**src/rtl/sr_bank_scheduler.sv**
```systemverilog
// Round-robin scheduler sharing one SR flip-flop bank among NREQ requesters.
// Drives S/R for one cycle per command, tracks a shadow copy and checks bank_q against it.
module sr_bank_scheduler #(
    parameter int unsigned NREQ  = 4,
    parameter int unsigned WIDTH = 8
) (
    input  logic                  clk,
    input  logic                  rstn,
    input  logic [NREQ-1:0]       req,
    input  logic [NREQ*WIDTH-1:0] req_set,
    input  logic [NREQ*WIDTH-1:0] req_clr,
    input  logic [WIDTH-1:0]      bank_q,
    output logic [WIDTH-1:0]      sr_s,
    output logic [WIDTH-1:0]      sr_r,
    output logic [NREQ-1:0]       gnt,
    output logic [NREQ-1:0]       err,
    output logic                  mismatch,
    output logic [WIDTH-1:0]      shadow,
    output logic                  busy
);

    localparam int unsigned PTR_W = (NREQ > 1) ? $clog2(NREQ) : 1;

    typedef enum logic [1:0] {
        ST_INIT,
        ST_IDLE,
        ST_DRIVE,
        ST_CHECK
    } state_e;

    state_e             state_q, state_d;
    logic [PTR_W-1:0]   ptr_q, ptr_d;
    logic [PTR_W-1:0]   sel_q, sel_d;
    logic [WIDTH-1:0]   set_eff_q, set_eff_d;
    logic [WIDTH-1:0]   clr_eff_q, clr_eff_d;
    logic [WIDTH-1:0]   shadow_q, shadow_d;
    logic               ovl_q, ovl_d;

    logic [WIDTH-1:0]   set_arr [NREQ];
    logic [WIDTH-1:0]   clr_arr [NREQ];
    logic               pick_found;
    logic [PTR_W-1:0]   pick_idx;
    logic [PTR_W-1:0]   cand;

    // Unpack the flat mask buses into per-requester words.
    always_comb begin
        for (int i = 0; i < int'(NREQ); i++) begin
            set_arr[i] = req_set[i*WIDTH +: WIDTH];
            clr_arr[i] = req_clr[i*WIDTH +: WIDTH];
        end
    end

    // First asserted requester at or after ptr, wrapping around.
    always_comb begin
        pick_found = 1'b0;
        pick_idx   = '0;
        cand       = '0;
        for (int k = 0; k < int'(NREQ); k++) begin
            cand = PTR_W'((int'(ptr_q) + k) % int'(NREQ));
            if (!pick_found && req[cand]) begin
                pick_found = 1'b1;
                pick_idx   = cand;
            end
        end
    end

    always_comb begin
        state_d   = state_q;
        ptr_d     = ptr_q;
        sel_d     = sel_q;
        set_eff_d = set_eff_q;
        clr_eff_d = clr_eff_q;
        shadow_d  = shadow_q;
        ovl_d     = ovl_q;
        sr_s      = '0;
        sr_r      = '0;
        gnt       = '0;
        err       = '0;
        mismatch  = 1'b0;
        busy      = 1'b1;
        shadow    = shadow_q;

        case (state_q)
            ST_INIT: begin
                sr_r    = '1;
                state_d = ST_IDLE;
            end
            ST_IDLE: begin
                busy = 1'b0;
                if (pick_found) begin
                    sel_d     = pick_idx;
                    // Clear wins where a command both sets and clears a bit.
                    set_eff_d = set_arr[pick_idx] & ~clr_arr[pick_idx];
                    clr_eff_d = clr_arr[pick_idx];
                    ovl_d     = |(set_arr[pick_idx] & clr_arr[pick_idx]);
                    state_d   = ST_DRIVE;
                end
            end
            ST_DRIVE: begin
                sr_s     = set_eff_q;
                sr_r     = clr_eff_q;
                shadow_d = (shadow_q | set_eff_q) & ~clr_eff_q;
                state_d  = ST_CHECK;
            end
            ST_CHECK: begin
                gnt[sel_q] = 1'b1;
                err[sel_q] = ovl_q;
                mismatch   = (bank_q != shadow_q);
                ptr_d      = (sel_q == PTR_W'(NREQ - 1)) ? '0 : sel_q + 1'b1;
                state_d    = ST_IDLE;
            end
            default: state_d = ST_INIT;
        endcase
    end

    always_ff @(posedge clk) begin
        if (!rstn) begin
            state_q   <= ST_INIT;
            ptr_q     <= '0;
            sel_q     <= '0;
            set_eff_q <= '0;
            clr_eff_q <= '0;
            shadow_q  <= '0;
            ovl_q     <= 1'b0;
        end else begin
            state_q   <= state_d;
            ptr_q     <= ptr_d;
            sel_q     <= sel_d;
            set_eff_q <= set_eff_d;
            clr_eff_q <= clr_eff_d;
            shadow_q  <= shadow_d;
            ovl_q     <= ovl_d;
        end
    end

endmodule

```
**config.mk**
```make
export PLATFORM = sky130hd
export DESIGN_NAME = sr_bank_scheduler
export DESIGN_NICKNAME = d
export VERILOG_FILES = /design/src/rtl/sr_bank_scheduler.sv
export SDC_FILE = /design/constraint.sdc
export NUM_CORES = 1
export LEC_CHECK = 0
export ABC_AREA = 1
export CORE_ASPECT_RATIO = 1.75
export CORE_MARGIN = 4
export CORE_UTILIZATION = 43
export DETAILED_ROUTE_END_ITERATION = 12
export GPL_TIMING_DRIVEN = 0
export PLACE_DENSITY = 0.87
export SLEW_MARGIN = 20
export SYNTH_ARGS = -nofsm -noshare
export SYNTH_HDL_FRONTEND = slang
export SYNTH_SLANG_ARGS = --single-unit
```
**constraint.sdc**
```tcl
create_clock -name clk -period 2.1 [get_ports clk]
set_input_delay 0.42 -clock clk [delete_from_list [all_inputs] [get_ports clk]]
set_output_delay 0.42 -clock clk [all_outputs]
set_load 0.01 [all_outputs]
```
Met2 routing:
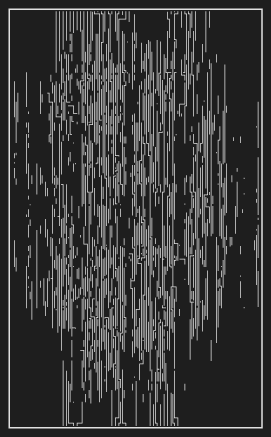
The layer holds 56% of the routed length. The longest straight run is 45.6 um. The layer carries 4,970 um of wire.

Congestion heat map:
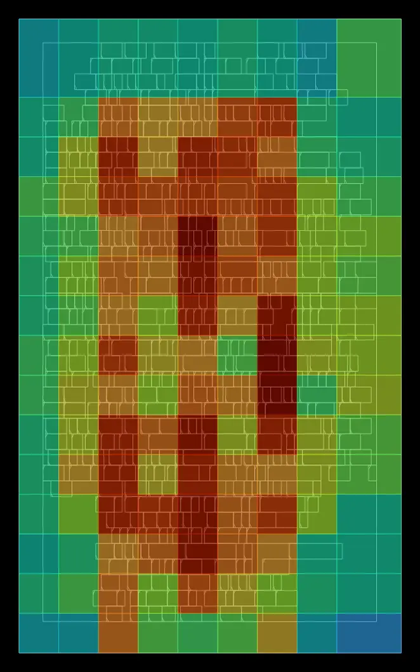
All-Layer GR Usage: 22.9%
met3 Use GR: 3.25%
GR Layer Usage met1: 21.7%

Cell area per tile:
Scale bar: 20 um. The die is cut into 7 by 11 equal tiles; black is low, pale yellow is high, 0 to 100% covered.
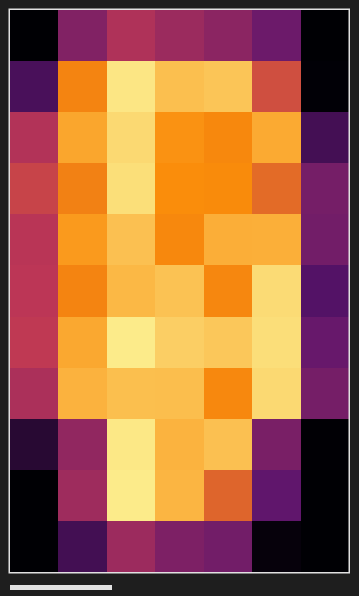
The densest ninth of the die: centre. 39% of the tiles are over 75% full. The fullest tile reaches 96%.

M1 wires:
Scale bar: 20 um.
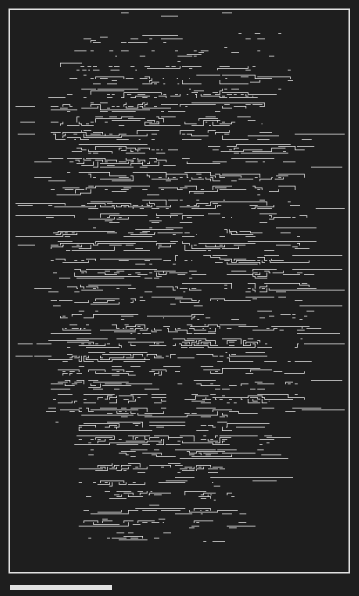
The wires run mostly horizontal. The layer carries 2,940 um of wire. The layer holds 33% of the routed length. 576 nets have wire on it.

==> flow_summary.html <==
<h2>Synthesis and place &amp; route</h2>
<table>
<tr><th>Metric</th><th>Value</th></tr>
<tr><th colspan="2">Power</th></tr>
<tr><td>Flop+latch power</td><td>around 0.00091 W</td></tr>
<tr><td>Net switching power of the design</td><td>roughly 0.0023 W</td></tr>
<tr><td>Pwr Total</td><td>0.00483 W</td></tr>
<tr><td>Internal power consumption</td><td>0.00250 W</td></tr>
<tr><td>Top power group</td><td>combinational cells</td></tr>
<tr><td>Power density cells</td><td>~1100 nW/um2</td></tr>
<tr><th colspan="2">STA</th></tr>
<tr><td>Worst slew margin relative to its limit</td><td>between 60% and 70%</td></tr>
<tr><td>RSZ-0062 raised after global routing</td><td>yes</td></tr>
<tr><td>Count of endpoints failing setup in the final report</td><td>1</td></tr>
<tr><td>Final critical-path share of the clock period</td><td>102%</td></tr>
<tr><td>Number of hold violations in the final report</td><td>0</td></tr>
<tr><td>Final critical delay including setup and external delays</td><td>2.15 ns</td></tr>
<tr><td>Setup WS post-layout</td><td>-0.0495 ns</td></tr>
<tr><td>Final-layout worst hold slack</td><td>roughly 0.47 ns</td></tr>
<tr><th colspan="2">Synth</th></tr>
<tr><td>Complex-gate fraction of the synthesized area</td><td>under 10%</td></tr>
<tr><td>Share of synthesized cell area in and, or, nand and nor gates</td><td>approximately 45%</td></tr>
<tr><td>Post-synthesis cell type count</td><td>31</td></tr>
<tr><td>Logic family by area</td><td>simple AND/OR/NAND/NOR gates</td></tr>
<tr><td>Most repeated cell in the gate-level netlist after synthesis</td><td>nand2_1</td></tr>
<tr><td>Post-Synthesis Net Count</td><td>514</td></tr>
<tr><td>Sequential cell area fraction in the yosys report</td><td>between 20% and 30%</td></tr>
<tr><td>Number of cells in the yosys synthesis report</td><td>about 430</td></tr>
<tr><td>Cell type contributing the most total cell area after synthesis</td><td>dfxtp_1</td></tr>
<tr><td>Number of instances in the synthesized netlist</td><td>428</td></tr>
<tr><td>Netlist area before placement</td><td>2570 um2</td></tr>
<tr><td>Number of enable flip-flop cells</td><td>0</td></tr>
<tr><td>Post-synth top cells</td><td>nand2_1, inv_1, nand3_1, dfxtp_1, nand3b_1</td></tr>
<tr><td>Total number of yosys warnings</td><td>0</td></tr>
<tr><td>Area fraction in xor and xnor cells</td><td>between 2 and 2.5%</td></tr>
<tr><td>Post-synthesis async set-or-reset flop share</td><td>0%</td></tr>
<tr><td>Flops &amp; latches, synth</td><td>31</td></tr>
<tr><td>Post-Synthesis Mean Instance Area</td><td>~6 um2</td></tr>
<tr><td>Arithmetic-cell share of the synthesized area counting full adders, half adders and majority gates</td><td>between 3 and 4%</td></tr>
<tr><th colspan="2">Layout</th></tr>
<tr><td>Fraction of area in non-clock buffers</td><td>between 30% and 40%</td></tr>
<tr><td>Seq cells</td><td>31</td></tr>
<tr><td>Layout Cells excl Fill</td><td>around 640</td></tr>
<tr><td>Clk tree area frac</td><td>2.38%</td></tr>
<tr><td>Logic Gate Count</td><td>305</td></tr>
<tr><td>Fraction of standard cell area in multi-input logic</td><td>a little over 40%</td></tr>
<tr><td>Comb area</td><td>about 1700 um2</td></tr>
<tr><td>Area growth from synthesis to layout</td><td>63.7%</td></tr>
<tr><td>Net count, final</td><td>between 600 and 700</td></tr>
<tr><td>Top logic cells by instance count in the layout</td><td>nand2_1, clkdlybuf4s50_1, inv_1</td></tr>
<tr><td>Finished Cell Area</td><td>4200 um2</td></tr>
<tr><td>Fraction of the core area covered by cells at the end of the flow</td><td>slightly above 70%</td></tr>
<tr><th colspan="2">Clock network</th></tr>
<tr><td>Insertion delay to the later sink of the worst-skew pair</td><td>~0.29 ns</td></tr>
<tr><td>Number of levels in the clock H-tree</td><td>2</td></tr>
<tr><td>Bufs on Longest Clock Path</td><td>2</td></tr>
<tr><td>CTS Hold Bufs</td><td>0</td></tr>
<tr><td>Clock buffers created by TritonCTS</td><td>5</td></tr>
<tr><td>Number of clock sinks</td><td>31</td></tr>
<tr><td>Clock input transition at the sequential cells of the worst setup and hold paths</td><td>around 0.06 ns</td></tr>
<tr><th colspan="2">Setup path</th></tr>
<tr><td>CP most frequent cell</td><td>nand2_1</td></tr>
<tr><td>Length in cells of the worst reg-to-reg path</td><td>18</td></tr>
<tr><td>Startpoint of the most critical register-to-register path</td><td>ptr_q[0]$_SDFFE_PN0P_</td></tr>
<tr><td>Cell chain of the critical path</td><td>buf_8 &gt; nand2_1 &gt; nand2_1 &gt; nand2_1 &gt; nand2_2 &gt; a21oi_2 &gt; nand2_2 &gt; nand2_8 &gt; buf_6 &gt; nand2_1 &gt; nand3_1 &gt; nand2_1 &gt; nand2_1 &gt; nand2_1 &gt; nor2_1 &gt; nand3_1 &gt; nand2_1 &gt; inv_1</td></tr>
<tr><td>Arrival time of data at the critical path endpoint</td><td>2.34 ns</td></tr>
<tr><td>Source of the critical timing path</td><td>ptr_q[0]$_SDFFE_PN0P_</td></tr>
<tr><td>Kind of start point of the critical path</td><td>flop</td></tr>
<tr><td>Reg-to-reg critical path endpoint</td><td>ovl_q$_SDFFE_PN0P_</td></tr>
<tr><td>Timing endpoint of the critical path</td><td>ovl_q$_SDFFE_PN0P_</td></tr>
<tr><th colspan="2">Drt</th></tr>
<tr><td>Residual DRC count</td><td>0</td></tr>
<tr><td>Vias per cell</td><td>approximately 5.2</td></tr>
<tr><td>Remaining antenna violation count after routing</td><td>0</td></tr>
<tr><td>Amount of wire on met3 after detailed routing</td><td>between 500 and 600 um</td></tr>
<tr><td>Metal1 wirelength</td><td>between 2000 and 3000 um</td></tr>
<tr><td>Drt total wl</td><td>8870 um</td></tr>
<tr><td>Drt wl/cell</td><td>around 14 um</td></tr>
<tr><th colspan="2">Floorplanning</th></tr>
<tr><td>Initial Util</td><td>between 40% and 50%</td></tr>
<tr><td>Y dimension of the die</td><td>approximately 110 um</td></tr>
<tr><td>Standard-cell rows</td><td>37</td></tr>
<tr><td>Top-level port count</td><td>around 110</td></tr>
<tr><td>Horizontal die dimension</td><td>between 60 and 70 um</td></tr>
<tr><td>Die Area</td><td>roughly 7300 um2</td></tr>
<tr><td>Tap Count</td><td>slightly below 80</td></tr>
<tr><th colspan="2">Min path</th></tr>
<tr><td>Hold endpoint</td><td>shadow[7]$_SDFFE_PN0P_</td></tr>
<tr><td>Class of the most critical hold timing path</td><td>reg2reg</td></tr>
<tr><td>Hold wc startpoint</td><td>clr_eff_q[7]$_SDFFE_PN0P_</td></tr>
<tr><th colspan="2">GRT</th></tr>
<tr><td>Grt met2 use</td><td>45.4%</td></tr>
<tr><td>Via count of the first global-routing pass</td><td>approximately 3,000</td></tr>
<tr><td>First-pass GRT wire length</td><td>between 10,000 and 15,000 um</td></tr>
<tr><td>Global routing's busiest layer</td><td>met2</td></tr>
<tr><td>Initial antenna violation count</td><td>0</td></tr>
<tr><th colspan="2">Run status</th></tr>
<tr><td>Status</td><td>finished, violations left</td></tr>
<tr><td>Violated checks</td><td>negative setup slack</td></tr>
<tr><th colspan="2">Place</th></tr>
<tr><td>Placement Setup Slack</td><td>-0.510 ns</td></tr>
<tr><td>Area of placed instances</td><td>between 3000 and 4000 um2</td></tr>
<tr><td>Estimated wirelength of the detail-placed design</td><td>about 6600 um</td></tr>
<tr><td>Number of placed instances with taps included</td><td>roughly 620</td></tr>
<tr><th colspan="2">Job</th></tr>
<tr><td>Tool warnings</td><td>34</td></tr>
</table>
Power and IR drop assume default switching activity.
